==> images/cell_density.png <==
The die is cut into 13 by 13 equal tiles; white is low, dark blue is high, 0 to 100% covered.
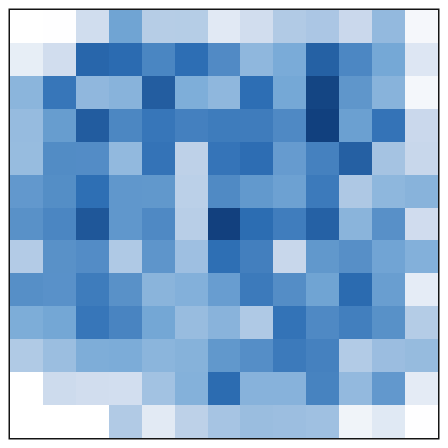
==> images/layer_met1.png <==
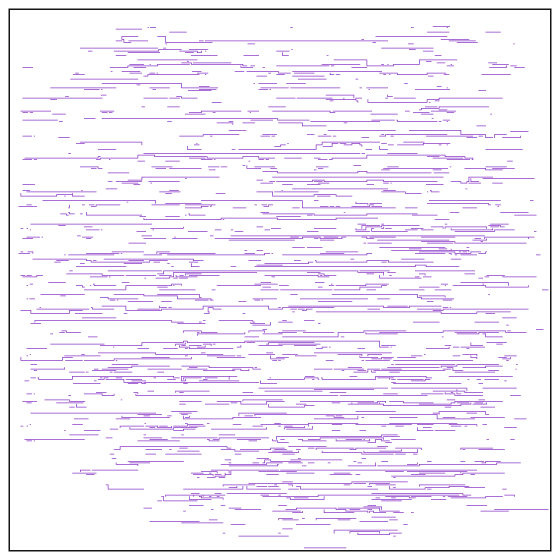
==> images/flops_by_reg.png <==
Other sequential cells in the stronger gray, the rest of the logic in the fainter gray.
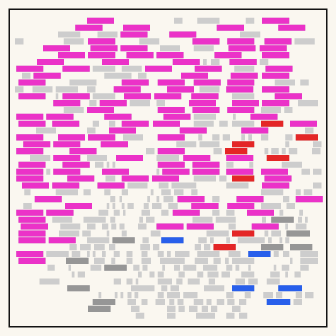
==> images/layer_met2.png <==
Cells faint in the background.
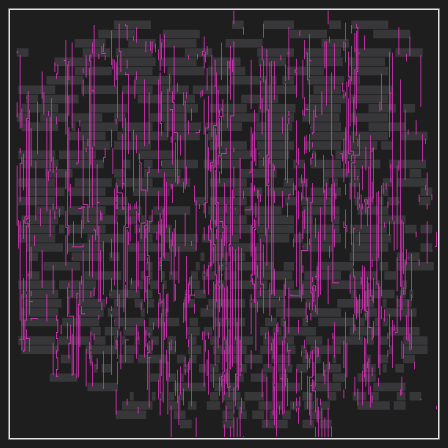
--- src/rtl/fifo_pkg.sv ---
// Shared FIFO definitions: request encodings, default geometry and the
// default data word type used by the FIFO family.
package fifo_pkg;
  localparam int DW_DEF    = 8;
  localparam int DEPTH_DEF = 16;

  typedef logic [DW_DEF-1:0] data_t;

  typedef enum logic {PUSH_IDLE = 1'b0, PUSH_REQ = 1'b1} push_e_t;
  typedef enum logic {POP_IDLE  = 1'b0, POP_REQ  = 1'b1} pop_e_t;
endpackage

--- src/rtl/fifo_mem.sv ---
// DEPTH x DW storage: one synchronous write port, one asynchronous read port.
// Contents are deliberately not reset.
//   clk_i            write clock
//   we_i/waddr_i     write enable / address
//   wdata_i          write data
//   raddr_i/rdata_o  combinational read address / data
module fifo_mem
  import fifo_pkg::*;
#(
  parameter  int DW    = DW_DEF,
  parameter  int DEPTH = DEPTH_DEF,
  localparam int AW    = $clog2(DEPTH)
) (
  input  logic          clk_i,
  input  logic          we_i,
  input  logic [AW-1:0] waddr_i,
  input  logic [DW-1:0] wdata_i,
  input  logic [AW-1:0] raddr_i,
  output logic [DW-1:0] rdata_o
);
  logic [DEPTH-1:0][DW-1:0] mem_q;

  always_ff @(posedge clk_i)
    if (we_i) mem_q[waddr_i] <= wdata_i;

  assign rdata_o = mem_q[raddr_i];
endmodule

--- src/rtl/sfifo_param.sv ---
// Single-clock synchronous FIFO with programmable almost flags, occupancy
// count, sticky overflow/underflow, synchronous flush and optional
// first-word-fall-through read.
//   clk_i, rst_ni          clock, async active-low reset
//   clear_i                synchronous flush (wins over push/pop)
//   push_i, data_in_i      write request / data
//   pop_i, data_out_o      read request / data
//   full_o, empty_o, almost_full_o, almost_empty_o, count_o  occupancy status
//   overflow_o, underflow_o  sticky rejected-request flags
module sfifo_param
  import fifo_pkg::*;
#(
  parameter  int DW     = DW_DEF,
  parameter  int DEPTH  = DEPTH_DEF,
  parameter  int AF_LVL = DEPTH - 2,
  parameter  int AE_LVL = 2,
  parameter  int FWFT   = 0,
  localparam int AW     = $clog2(DEPTH),
  localparam int CW     = AW + 1
) (
  input  logic          clk_i,
  input  logic          rst_ni,
  input  logic          clear_i,
  input  logic          push_i,
  input  logic [DW-1:0] data_in_i,
  input  logic          pop_i,
  output logic [DW-1:0] data_out_o,
  output logic          full_o,
  output logic          empty_o,
  output logic          almost_full_o,
  output logic          almost_empty_o,
  output logic [CW-1:0] count_o,
  output logic          overflow_o,
  output logic          underflow_o
);
  if ((DEPTH < 2) || ((DEPTH & (DEPTH - 1)) != 0)) begin : g_bad_depth
    $error("sfifo_param: DEPTH must be a power of two >= 2");
  end
  if ((AF_LVL < 1) || (AF_LVL > DEPTH)) begin : g_bad_af
    $error("sfifo_param: AF_LVL out of range 1..DEPTH");
  end
  if ((AE_LVL < 0) || (AE_LVL > DEPTH - 1)) begin : g_bad_ae
    $error("sfifo_param: AE_LVL out of range 0..DEPTH-1");
  end

  push_e_t push_e;
  pop_e_t  pop_e;
  assign push_e = push_e_t'(push_i);
  assign pop_e  = pop_e_t'(pop_i);

  logic [AW-1:0] wr_ptr_q, wr_ptr_d, rd_ptr_q, rd_ptr_d;
  logic [CW-1:0] count_q, count_d;
  logic          ovf_q, ovf_d, unf_q, unf_d;
  logic          push_acc, pop_acc;
  logic [DW-1:0] rdata;

  assign full_o         = (count_q == CW'(DEPTH));
  assign empty_o        = (count_q == '0);
  assign almost_full_o  = (count_q >= CW'(AF_LVL));
  assign almost_empty_o = (count_q <= CW'(AE_LVL));
  assign count_o        = count_q;
  assign overflow_o     = ovf_q;
  assign underflow_o    = unf_q;

  // A pop frees a slot in the same edge, so a full FIFO still takes a push
  // that coincides with it.
  assign pop_acc  = (pop_e == POP_REQ) && !empty_o;
  assign push_acc = (push_e == PUSH_REQ) && (!full_o || (pop_e == POP_REQ));

  always_comb begin
    wr_ptr_d = wr_ptr_q;
    rd_ptr_d = rd_ptr_q;
    count_d  = count_q;
    ovf_d    = ovf_q | ((push_e == PUSH_REQ) && !push_acc);
    unf_d    = unf_q | ((pop_e == POP_REQ) && empty_o);
    if (push_acc) wr_ptr_d = wr_ptr_q + AW'(1);
    if (pop_acc)  rd_ptr_d = rd_ptr_q + AW'(1);
    if (push_acc && !pop_acc)      count_d = count_q + CW'(1);
    else if (pop_acc && !push_acc) count_d = count_q - CW'(1);
  end

  always_ff @(posedge clk_i or negedge rst_ni) begin
    if (!rst_ni) begin
      wr_ptr_q <= '0;
      rd_ptr_q <= '0;
      count_q  <= '0;
      ovf_q    <= 1'b0;
      unf_q    <= 1'b0;
    end else if (clear_i) begin
      wr_ptr_q <= '0;
      rd_ptr_q <= '0;
      count_q  <= '0;
      ovf_q    <= 1'b0;
      unf_q    <= 1'b0;
    end else begin
      wr_ptr_q <= wr_ptr_d;
      rd_ptr_q <= rd_ptr_d;
      count_q  <= count_d;
      ovf_q    <= ovf_d;
      unf_q    <= unf_d;
    end
  end

  fifo_mem #(.DW(DW), .DEPTH(DEPTH)) u_mem (
    .clk_i   (clk_i),
    .we_i    (push_acc && !clear_i),
    .waddr_i (wr_ptr_q),
    .wdata_i (data_in_i),
    .raddr_i (rd_ptr_q),
    .rdata_o (rdata)
  );

  if (FWFT == 0) begin : g_reg_rd
    logic [DW-1:0] dout_q;
    always_ff @(posedge clk_i or negedge rst_ni) begin
      if (!rst_ni)      dout_q <= '0;
      else if (clear_i) dout_q <= '0;
      else if (pop_acc) dout_q <= rdata;
    end
    assign data_out_o = dout_q;
  end else begin : g_fwft_rd
    // Head word is shown directly; forced to zero so an empty FIFO never
    // exposes stale memory.
    assign data_out_o = empty_o ? '0 : rdata;
  end
endmodule

--- config.mk ---
export PLATFORM = sky130hd
export DESIGN_NAME = sfifo_param
export DESIGN_NICKNAME = d
export VERILOG_FILES = /design/src/rtl/fifo_pkg.sv /design/src/rtl/fifo_mem.sv /design/src/rtl/sfifo_param.sv
export SDC_FILE = /design/constraint.sdc
export NUM_CORES = 1
export LEC_CHECK = 0
export ABC_AREA = 0
export CELL_PAD_IN_SITES_DETAIL_PLACEMENT = 1
export CELL_PAD_IN_SITES_GLOBAL_PLACEMENT = 2
export CORE_MARGIN = 1
export CORE_UTILIZATION = 41
export CTS_BUF_LIST = sky130_fd_sc_hd__clkbuf_8 sky130_fd_sc_hd__clkbuf_16
export DETAILED_ROUTE_END_ITERATION = 6
export PLACE_DENSITY_LB_ADDON = 0.1
export SETUP_SLACK_MARGIN = 0.5
export SLEW_MARGIN = 10
export SYNTH_ARGS = -nofsm -noshare
export SYNTH_HDL_FRONTEND = slang
export SYNTH_SLANG_ARGS = --single-unit
--- constraint.sdc ---
create_clock -name clk_i -period 2.7 [get_ports clk_i]
set_input_delay 0.54 -clock clk_i [delete_from_list [all_inputs] [get_ports clk_i]]
set_output_delay 0.54 -clock clk_i [all_outputs]
set_load 0.01 [all_outputs]
==> results.tsv <==
stage	metric	value	unit
timing	final period utilization	0.916	
timing	unrepaired setup endpoints after global routing	yes	
setup_path	Critical Path RT	3.05	ns
global_route	antenna violations before repair	0	
run_status	failing checks	DRC	
logic_synthesis	Basic Gates by Area	0.0488	
clock_network	Worst-path clk slew	0.06	ns
hold_path	Hold Path Class	input port to asynchronous set/reset pin	
power_and_ir_drop	Static Leak	2.66	nW
floorplan	core area	14700	um^2
logic_synthesis	Netlist cell types	39	
logic_synthesis	syn_nets	364	
setup_path	FF-to-FF setup slack	0.23	ns
logic_synthesis	mux share	0.150	
detailed_routing	WL/cell	23.1	um
logic_synthesis	top cells by area, synth	edfxtp_1 (62%), mux4_2 (12%), dfrtp_1 (9.2%)	
floorplan	chip area	15700	um^2
timing	Worst slew margin	0.443	
timing	Fmax	404	MHz
detailed_routing	drt initial violations	170	
setup_path	Top delay family on crit path	simple AND/OR/NAND/NOR gates	
floorplan	io pins	32	
setup_path	element type at the critical path end	register	
logic_synthesis	Yosys reg bits	151	
power_and_ir_drop	Total Power	6.85	mW
detailed_routing	Residual DRC	2	
clock_network	# hold bufs at CTS	0	
final_layout	most frequent cells in the layout	edfxtp_1 (128), mux4_2 (32), buf_4 (32), clkdlybuf4s50_1 (27), nor2_1 (21)	
logic_synthesis	Most used DFF post-synth	edfxtp_1	
timing	Final Hold Vio Count	0	
floorplan	Die Span Y	125	um
final_layout	Final Core Density	0.536	
place	placed standard-cell area	7060	um^2
run_status	status	finished, violations left	
setup_path	Worst path slowest cell	or4_4	
timing	final slew viol count	0	
logic_synthesis	Adder Area Share	0.0213	
global_route	Remaining Overflow, GRT	0	
setup_path	CP peak stage delay	0.60	ns
global_route	first-pass GRT wire length	21700	um
setup_path	Crit Path Category	register to register	
setup_path	Crit path buffers/inverters	0	
place	# port buffers	31	
clock_network	CTS buffer count	17	
detailed_routing	via count	3331	
logic_synthesis	Synth async-reset ratio	0.152	
setup_path	R2R cell count	8	
clock_network	CTS sink count	151	
detailed_routing	post-route ant nets	0	
clock_network	clock root buffer	clkbuf_16	
logic_synthesis	Post-synth EDFFs	128	
logic_synthesis	Synth top area share	0.616	
logic_synthesis	synthesized cell area	6240	um^2
logic_synthesis	Synth Area per Inst	18.3	um^2
detailed_routing	vias per cell	5.43	
setup_path	CP Capture Point	count_o[4]	
global_route	number of global-route vias before repair	3531	
timing	Final TNS setup	0	ns
timing	Final Worst Setup Slack	0.226	ns
job	Max Cap Viol	0	
setup_path	first element of the critical path	count_o[1]	
timing	Final Skew	0.0119	ns
logic_synthesis	Post-synth seq share	0.709	
logic_synthesis	xor/xnor cell area share of the yosys netlist	0.00562	
setup_path	CP startpoint kind	register	
detailed_routing	total iterations of the first detailed-routing run	7	
final_layout	post-route cell area	7870	um^2
global_route	total global-route track usage	0.195	
power_and_ir_drop	Cell Pwr Density	870	nW/um^2
logic_synthesis	Dominant combinational family	multiplexers	
clock_network	CTS max path bufs	2	
## Picture notes: cell_density.png
The emptiest ninth of the die: bottom left. The fullest tile reaches 94%. The mean over all tiles is 49%. 4.1% of the tiles are nearly empty.

## Picture notes: layer_met1.png
The layer holds 48% of the routed length. The wires run mostly horizontal. 416 nets have wire on it.

## Picture notes: flops_by_reg.png
Blue shows count_o, flops 5, where bottom right. Magenta shows u_mem.mem_q, flops 128. Red shows data_out_o, flops 8, where right middle.

## Picture notes: layer_met2.png
The layer carries 6910 um of wire. The wires run mostly vertical.

[per-layer routing]
| layer | vias up | part of all wire | global-route usage | wire (um) |
|---|---|---|---|---|
| met5 | - | 0 | 0 | 0 |
| met4 | 0 | 0.0097 | 0.0681 | 137 |
| met3 | 10 | 0.019 | 0.0441 | 262 |
| met2 | 37 | 0.49 | 0.291 | 6910 |
| met1 | 1766 | 0.48 | 0.283 | 6820 |
| li1 | 1518 | - | - | - |
[synth_stat cells, types with 4 or more instances]
master	count
edfxtp_1	128
mux4_2	32
dfrtp_1	23
nor2_1	22
mux2i_1	17
nand3_1	14
clkbuf_1	11
ha_1	9
buf_2	8
o221ai_1	8
a21oi_1	7
nand2_1	6
nor3_1	6
nand2b_1	5
inv_1	4
mux2_1	4
[repair_timing]
action / CTS / global route
pin swaps: 4 / 8
setup buffers: 3 / 5
resized: 16 / 24
endpoints found under the setup margin: 145 / 128
[report_power, final]
part	leakage, nW	internal, mW	switching (mW)	total, mW
logic	0.902	0.909	0.854	1.76
clock network	0.297	1.46	0.931	2.39
registers	1.46	2.63	0.0718	2.70
[final cells by class]
type / instances / area, um^2 / share of cell area
flip-flops and latches: 151 / 4420 / 0.562
multi-input cells: 166 / 1890 / 0.240
repair buffers: 76 / 714 / 0.0908
clock buffers: 17 / 425 / 0.0540
well taps: 184 / 230 / 0.0292
clock inverters: 15 / 173 / 0.0219
inverters: 4 / 15.0 / 0.00191
[flip-flops by register name (all words and copies together), names as in the netlist]
name and cells:
count_o 5, data_out_o 8, overflow_o 1, rd_ptr_q 4, u_mem.mem_q 128, underflow_o 1
wr_ptr_q 4
Power figures rest on the tool's default switching activity, not on a simulated workload.
